Clock nets:
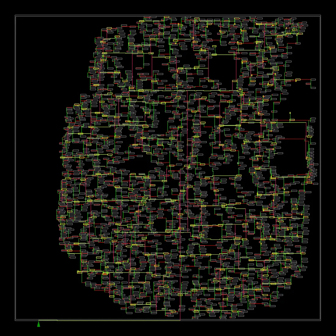
Port wiring:
Scale: 1 px per um.
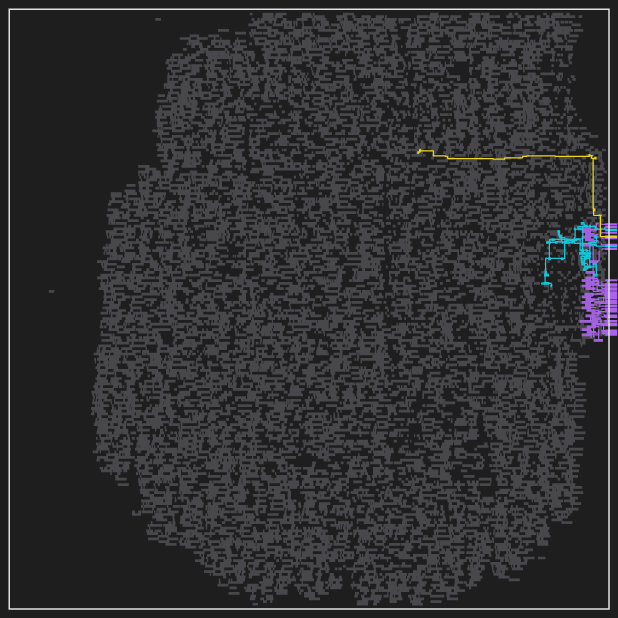
Met2 routing:
Scale: 1 px per um.
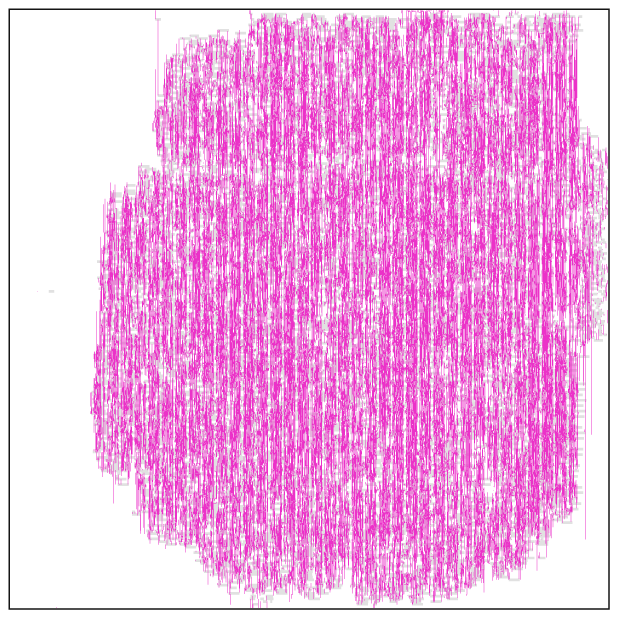
Routed metal, one color a layer:
Scale: 1 px per um. Only two layers are drawn.
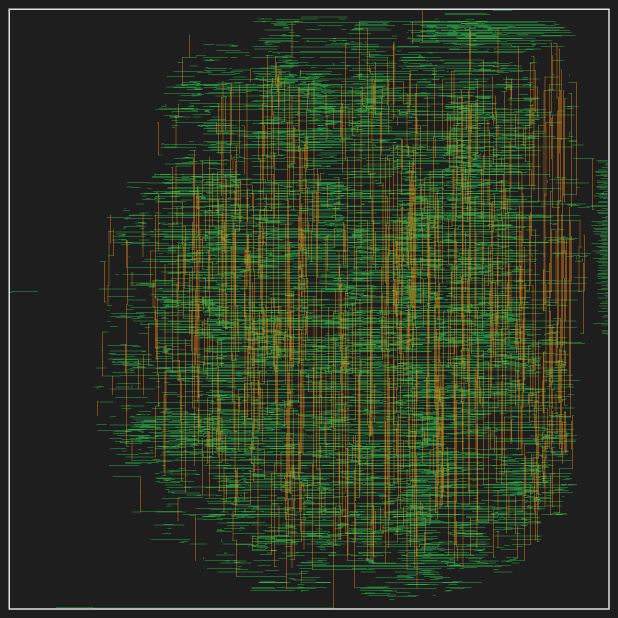
Zoomed window:
Window x 439 to 459, y 439 to 459 um. Cells in gray, sequential cells in the stronger gray; small squares are vias.
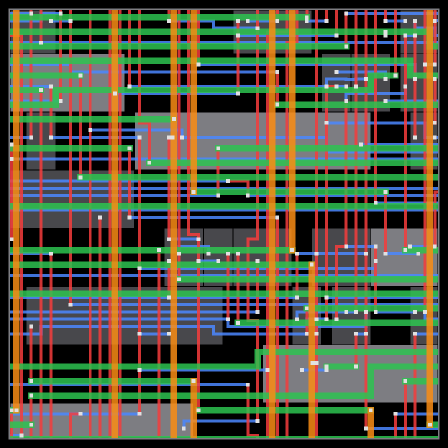
$ cat src/rtl/dmem_pkg.sv
`default_nettype none
// ============================================================================
// Module : dmem_pkg
// Brief  : Shared access-size codes, FSM state type and byte-merge helper
//          for the dual-lane data memory.
// Rev    : 1.0  initial release
// ============================================================================
package dmem_pkg;

    localparam logic [1:0] SZ_BYTE = 2'b00;
    localparam logic [1:0] SZ_HALF = 2'b01;
    localparam logic [1:0] SZ_WORD = 2'b10;
    localparam logic [1:0] SZ_RSVD = 2'b11;

    typedef enum logic [0:0] {
        ST_CLEAR = 1'b0,
        ST_READY = 1'b1
    } dmem_state_t;

    // Overlay the enabled bytes of new_w onto old_w.
    function automatic logic [31:0] merge_bytes(input logic [31:0] old_w,
                                                input logic [31:0] new_w,
                                                input logic [3:0]  be);
        logic [31:0] res;
        for (int b = 0; b < 4; b++) begin
            res[8*b +: 8] = be[b] ? new_w[8*b +: 8] : old_w[8*b +: 8];
        end
        return res;
    endfunction

endpackage
`default_nettype wire

$ cat src/rtl/dmem_lane_align.sv
`default_nettype none
// ============================================================================
// Module : dmem_lane_align
// Brief  : Per-lane combinational helper: byte enables, store replication,
//          alignment check and load extract/extend.
// Rev    : 1.0  initial release
// ============================================================================
module dmem_lane_align
    import dmem_pkg::*;
(
    input  logic [1:0]  i_size,
    input  logic [1:0]  i_addr_lo,
    input  logic        i_unsigned,
    input  logic [31:0] i_wdata,
    input  logic [31:0] i_rword,
    output logic [3:0]  o_be,
    output logic [31:0] o_wdata_rep,
    output logic        o_misalign,
    output logic [31:0] o_ldata
);

    logic [31:0] w_shifted;

    assign w_shifted = i_rword >> {i_addr_lo, 3'b000};

    // Alignment check, byte enables and replicated store data
    always_comb begin
        o_misalign  = 1'b0;
        o_be        = 4'b0000;
        o_wdata_rep = i_wdata;
        case (i_size)
            SZ_BYTE: begin
                o_be        = 4'b0001 << i_addr_lo;
                o_wdata_rep = {4{i_wdata[7:0]}};
            end
            SZ_HALF: begin
                o_misalign  = i_addr_lo[0];
                o_be        = 4'b0011 << i_addr_lo;
                o_wdata_rep = {2{i_wdata[15:0]}};
            end
            SZ_WORD: begin
                o_misalign  = (i_addr_lo != 2'b00);
                o_be        = 4'b1111;
            end
            default: begin
                o_misalign  = 1'b1;
            end
        endcase
        if (o_misalign) begin
            o_be = 4'b0000;
        end
    end

    // Load result: selected field shifted to bit 0 and extended
    always_comb begin
        o_ldata = 32'h0;
        case (i_size)
            SZ_BYTE: o_ldata = i_unsigned ? {24'h0, w_shifted[7:0]}
                                          : {{24{w_shifted[7]}}, w_shifted[7:0]};
            SZ_HALF: o_ldata = i_unsigned ? {16'h0, w_shifted[15:0]}
                                          : {{16{w_shifted[15]}}, w_shifted[15:0]};
            SZ_WORD: o_ldata = i_rword;
            default: o_ldata = 32'h0;
        endcase
        if (o_misalign) begin
            o_ldata = 32'h0;
        end
    end

endmodule
`default_nettype wire

$ cat src/rtl/dual_port_data_memory.sv
`default_nettype none
// ============================================================================
// Module : dual_port_data_memory
// Brief  : Two-lane byte/half/word data memory with registered reads,
//          program-order same-cycle resolution (lane 0 older) and a
//          post-reset clear sequence.
// Rev    : 1.0  initial release
// ============================================================================
module dual_port_data_memory
    import dmem_pkg::*;
#(
    parameter int DEPTH          = 64,
    parameter bit CLEAR_ON_RESET = 1'b1
) (
    input  logic        clk,
    input  logic        reset,
    output logic        ready,
    input  logic [1:0]  req_valid,
    input  logic [1:0]  we,
    input  logic [1:0]  size0,
    input  logic [1:0]  size1,
    input  logic [1:0]  unsigned_ld,
    input  logic [31:0] addr0,
    input  logic [31:0] addr1,
    input  logic [31:0] wdata0,
    input  logic [31:0] wdata1,
    output logic [31:0] rdata0,
    output logic [31:0] rdata1,
    output logic [1:0]  rvalid,
    output logic [1:0]  misalign
);

    localparam int          IDX_W       = $clog2(DEPTH);
    localparam dmem_state_t c_RST_STATE = CLEAR_ON_RESET ? ST_CLEAR : ST_READY;

    logic [31:0]      r_mem [DEPTH];
    dmem_state_t      r_state;
    dmem_state_t      w_state_nxt;
    logic [IDX_W-1:0] r_cnt;
    logic             w_clr_en;

    logic [IDX_W-1:0] w_idx0, w_idx1;
    logic             w_same;
    logic             w_act0, w_act1;
    logic             w_wr0, w_wr1;
    logic [3:0]       w_be0, w_be1;
    logic [31:0]      w_rep0, w_rep1;
    logic             w_mis0, w_mis1;
    logic [31:0]      w_ld0, w_ld1;
    logic [31:0]      w_old0, w_old1;
    logic [31:0]      w_st0_word, w_base1, w_st1_word;
    logic             w_unused_addr;

    assign w_idx0 = addr0[IDX_W+1:2];
    assign w_idx1 = addr1[IDX_W+1:2];
    assign w_same = (w_idx0 == w_idx1);

    // Upper address bits are deliberately ignored so accesses wrap
    assign w_unused_addr = ^{addr0[31:IDX_W+2], addr1[31:IDX_W+2]};

    // State register
    always_ff @(posedge clk or posedge reset) begin
        if (reset) begin
            r_state <= c_RST_STATE;
        end else begin
            r_state <= w_state_nxt;
        end
    end

    // Next-state: leave CLEAR once the last word has been zeroed
    always_comb begin
        w_state_nxt = r_state;
        case (r_state)
            ST_CLEAR: if (r_cnt == IDX_W'(DEPTH - 1)) w_state_nxt = ST_READY;
            default:  w_state_nxt = ST_READY;
        endcase
    end

    // FSM outputs; ready is forced low while reset is held
    always_comb begin
        ready    = (r_state == ST_READY) && !reset;
        w_clr_en = (r_state == ST_CLEAR) && !reset;
    end

    // Clear counter walks every word index once
    always_ff @(posedge clk or posedge reset) begin
        if (reset) begin
            r_cnt <= '0;
        end else if (w_clr_en) begin
            r_cnt <= r_cnt + 1'b1;
        end
    end

    dmem_lane_align u_align0 (
        .i_size      (size0),
        .i_addr_lo   (addr0[1:0]),
        .i_unsigned  (unsigned_ld[0]),
        .i_wdata     (wdata0),
        .i_rword     (w_old0),
        .o_be        (w_be0),
        .o_wdata_rep (w_rep0),
        .o_misalign  (w_mis0),
        .o_ldata     (w_ld0)
    );

    dmem_lane_align u_align1 (
        .i_size      (size1),
        .i_addr_lo   (addr1[1:0]),
        .i_unsigned  (unsigned_ld[1]),
        .i_wdata     (wdata1),
        .i_rword     (w_base1),
        .o_be        (w_be1),
        .o_wdata_rep (w_rep1),
        .o_misalign  (w_mis1),
        .o_ldata     (w_ld1)
    );

    assign w_act0 = req_valid[0] && ready;
    assign w_act1 = req_valid[1] && ready;
    assign w_wr0  = w_act0 && we[0] && !w_mis0;
    assign w_wr1  = w_act1 && we[1] && !w_mis1;

    assign w_old0 = r_mem[w_idx0];
    assign w_old1 = r_mem[w_idx1];

    // Lane 1 is younger: it observes lane 0's store to the same word, and its
    // own store is layered on top so it wins overlapping bytes.
    assign w_st0_word = merge_bytes(w_old0, w_rep0, w_be0);
    assign w_base1    = (w_wr0 && w_same) ? w_st0_word : w_old1;
    assign w_st1_word = merge_bytes(w_base1, w_rep1, w_be1);

    // Storage: clear sweep, or lane commits (lane 1 word already holds lane 0 bytes)
    always_ff @(posedge clk) begin
        if (w_clr_en) begin
            r_mem[r_cnt] <= 32'h0;
        end else begin
            if (w_wr1) begin
                r_mem[w_idx1] <= w_st1_word;
            end
            if (w_wr0 && !(w_wr1 && w_same)) begin
                r_mem[w_idx0] <= w_st0_word;
            end
        end
    end

    // Response registers: stores and illegal requests return zero data
    always_ff @(posedge clk or posedge reset) begin
        if (reset) begin
            rvalid   <= 2'b00;
            misalign <= 2'b00;
            rdata0   <= 32'h0;
            rdata1   <= 32'h0;
        end else begin
            rvalid   <= {w_act1, w_act0};
            misalign <= {w_act1 && w_mis1, w_act0 && w_mis0};
            rdata0   <= (w_act0 && !we[0]) ? w_ld0 : 32'h0;
            rdata1   <= (w_act1 && !we[1]) ? w_ld1 : 32'h0;
        end
    end

endmodule
`default_nettype wire

$ cat config.mk
export PLATFORM = sky130hd
export DESIGN_NAME = dual_port_data_memory
export DESIGN_NICKNAME = d
export VERILOG_FILES = /design/src/rtl/dmem_pkg.sv /design/src/rtl/dmem_lane_align.sv /design/src/rtl/dual_port_data_memory.sv
export SDC_FILE = /design/constraint.sdc
export NUM_CORES = 2
export LEC_CHECK = 0
export CORE_UTILIZATION = 35
export CTS_CLUSTER_DIAMETER = 200
export CTS_CLUSTER_SIZE = 10
export DETAILED_ROUTE_END_ITERATION = 12
export MAX_ROUTING_LAYER = met4
export PLACE_DENSITY = 0.56
export SYNTH_ARGS = -nofsm -noshare
export SYNTH_HDL_FRONTEND = slang
export SYNTH_SLANG_ARGS = --single-unit
$ cat constraint.sdc
create_clock -name clk -period 5.5 [get_ports clk]
set_clock_uncertainty 0.1 [all_clocks]
set_input_delay 1.1 -clock clk [delete_from_list [all_inputs] [get_ports clk]]
set_output_delay 1.1 -clock clk [all_outputs]
set_load 0.01 [all_outputs]
==> results.json <==
{
  "outcome": "finished, violations left",
  "violations": "max-capacitance violations, max-slew violations",
  "dp_cells": 15990,
  "rows": 218,
  "timing.critical_path.to_type": "flop",
  "portBuffers": 160,
  "syn_area_mm2": 0.1245,
  "pre_cts_ws_ps": -625.7,
  "setup_violations": 0,
  "antennaDiodeCount": 68,
  "p_seq_mw": 18.5,
  "clkPwrFrac": 0.354,
  "cts_tree": "built",
  "drive_gt1_frac": 0.2337,
  "ys_warn_count": 0,
  "core-area_mm2": 0.3532,
  "mi_logic_area_mm2": 0.05669,
  "slowest_stage": "nor3_1",
  "finalCritPeriodShare": 0.9302,
  "hold_ws_ps": 487.7,
  "ys_sh_simple": 0.1042,
  "ys_sh_aoi": 0.1597,
  "cts_hold_buffers": 0,
  "seqPwrFrac": 0.449,
  "hold_class": "flop to flop",
  "path_buffers": 7,
  "nets": 11640,
  "period_needed_ps": 5116,
  "top_area_frac": 0.4941,
  "powerDensity_mw_per_mm2": 278.7,
  "place_area_mm2": 0.1416,
  "synth_cell_types": 101,
  "critPathMaxFanout": 16,
  "grt.overflow.total": 0,
  "firstDrtPassIters": 9,
  "final_common_cell": "nand2_1",
  "grt_max_degree": 72,
  "grt_pass1_wl_um": 891700,
  "ys_area_mm2": 0.1245,
  "final_area_mm2": 0.1481,
  "arrival_ps": 5820,
  "ys_async_sr_fraction": 0.03533,
  "holdPathEnd": "r_cnt[0]$_DFFE_PP0P_",
  "maxSlewHeadroom": -0.06527,
  "logic_gate_count": 7665,
  "slew_violations": 2,
  "regToRegSetupSlack_ps": 880,
  "switching_share": 0.3107,
  "post-dp-hpwl_um": 467200,
  "post_cts_resized": 0,
  "p_clk_mw": 14.6,
  "hold_path_depth": 1,
  "ir_drop_uv": 285.2,
  "grt_use_total": 0.3752,
  "avgSynthCellArea_um2": 11.14,
  "ff_latch_area_mm2": 0.06338,
  "die_h_um": 598.3,
  "final_cell_mix": "nand2_1, edfxtp_1, o21ai_0",
  "crit_family": "AND-OR/OR-AND gates",
  "biggestCellCategory": "registers",
  "r2r_start": "r_mem[55][0]$_DFFE_PP_",
  "top_logic_kind": "multiplexers",
  "syn_nets": 11310,
  "cp-endpoint": "rdata1[18]$_DFF_PP0_",
  "mux_area_frac": 0.1748,
  "final_hold_viol_count": 0,
  "antenna_found_initial": 74,
  "critPathMostFrequentCell": "buf_4",
  "worst_pin_slew_ps": 1598,
  "numSynthFlops": 2123,
  "cap_violations": 1,
  "p_comb_frac": 0.197,
  "power_combinational_mw": 8.12,
  "viasPerCell": 6.773,
  "sh_comb_area": 0.3827,
  "sh_seq_area": 0.4279,
  "buffer_area_frac": 0.1052,
  "start_kind": "input pin",
  "num-nonclk-inverters": 20,
  "post-route-util": 0.4193,
  "power_mw": 41.28,
  "fmaxAchievable_mhz": 195.5,
  "slowest_delay_ps": 1100,
  "htree_levels": 4,
  "taps": 4730,
  "ys_top_cells_by_area": "edfxtp_1, mux4_2, o21ai_0",
  "clkTransAtPathRegs_ps": 70,
  "fin_ws_ps": 383.9,
  "fin_cells": 16360,
  "synth_stat.cells": 11170,
  "die_area_mm2": 0.3580,
  "syn_inst": 11170,
  "drtAntennaViolNets": 0,
  "initial_core_util": 0.3524,
  "grt_pass1_vias": 101000,
  "postCtsSetupBuffers": 0,
  "ys_seq_share": 0.5092,
  "clockRootBuffer": "clkbuf_16",
  "synth-edff-count": 2048,
  "ios": 209,
  "rr_worst_depth": 15,
  "p_leak_nw": 47.31,
  "worstPathRequired_ps": 6200,
  "fillers": 32890,
  "power_leader": "registers",
  "n_all_buffers": 1450,
  "drc": 0,
  "area_growth_pct": 19.01,
  "globalplace.congestion": 1.067,
  "warnings": 76,
  "finalSetupTns_ps": 0,
  "critPathLaunch": "addr0[2]",
  "synth.largest_area_cell": "edfxtp_1",
  "die_w_um": 598.3,
  "path_cells": "buf_8, buf_12, nor3_2, buf_4, buf_4, o2bb2ai_1, nor3_1, o22ai_1, buf_4, nor3_1, buf_4, mux2i_4, o21ai_0, a311o_1, buf_12, o22ai_1",
  "cts_buffer_depth": 4,
  "criticalPathCategory": "input pin to flop",
  "r2r_end": "r_mem[40][0]$_DFFE_PP_",
  "rsz0062_at_grt": "no",
  "clock_cell_area_share": 0.04254,
  "wl_per_cell_um": 41.04,
  "synthAdderAreaFrac": 0.0001005,
  "xor_area_frac": 0.0009148,
  "drt_iter0_markers": 20990,
  "flop_cell": "edfxtp_1",
  "power_switching_mw": 12.83,
  "crit_cells": 16,
  "min_from": "r_cnt[0]$_DFFE_PP0P_",
  "internal-power_mw": 28.45
}
-- 'clock nets' (at the start) --
clock sink count: 2,123
number of clock buffers in the layout: 291
CTS Buf Count: 238
Latency at later pin: 990 ps
flop count: 2,123

-- 'port wiring' (at the start) --
- `size0`: cyan (direction input; edge right; end cells 45; buffers 5; wire 511 um)
- `rdata0`: purple (direction output; edge right; end cells 32; buffers 32; wire 559 um)
- `reset`: yellow (direction input; edge right; end cells 5; buffers 2; wire 293 um)

-- 'met2 routing' (at the start) --
- share of all routed wire: 41%
- wire length on this layer: 275 mm
met2 Use GR: 0.5106
Routed WL: 671,200 um
total vias in the final route: 110,800

-- 'routed metal, one color a layer' (at the start) --
- met4: orange (wire length 51.8 mm)
- met3: green (wire length 111 mm)

-- 'zoomed window' (at the start) --
- met4: orange
- met2: red
- met3: green
- met1: blue
- netlist names of flops here include: `r_mem` (3)
- cells with their middle in the window: 20
- sequential cells in the window: 3
- most frequent: o21ai_0 (5), nand2_1 (4), edfxtp_1 (3)

==> routing by layer <==
layer | vias up | wire, um | global-route usage
met1 | 55080 | 233600 | 0.4564
met5 | - | 0 | -
met2 | 10420 | 275000 | 0.5106
met4 | 0 | 51780 | 0.2442
li1 | 43180 | - | -
met3 | 2095 | 110800 | 0.1513
==> sequential cells by signal, indices dropped and copies added (netlist names) <==
| signal | flops |
|---|---|
| misalign | 2 |
| r_state | 1 |
| rdata0 | 32 |
| rdata1 | 32 |
| r_mem | 2048 |
| r_cnt | 6 |
| rvalid | 2 |
==> cells in the mapped netlist, drive strengths merged, types with 174 or more instances <==
cell type	count
edfxtp	2048
o21ai	2056
mux2	174
nor2	179
a21oi	176
clkbuf	929
a22oi	253
nand2	2296
buf	431
o22ai	216
mux2i	403
mux4	700
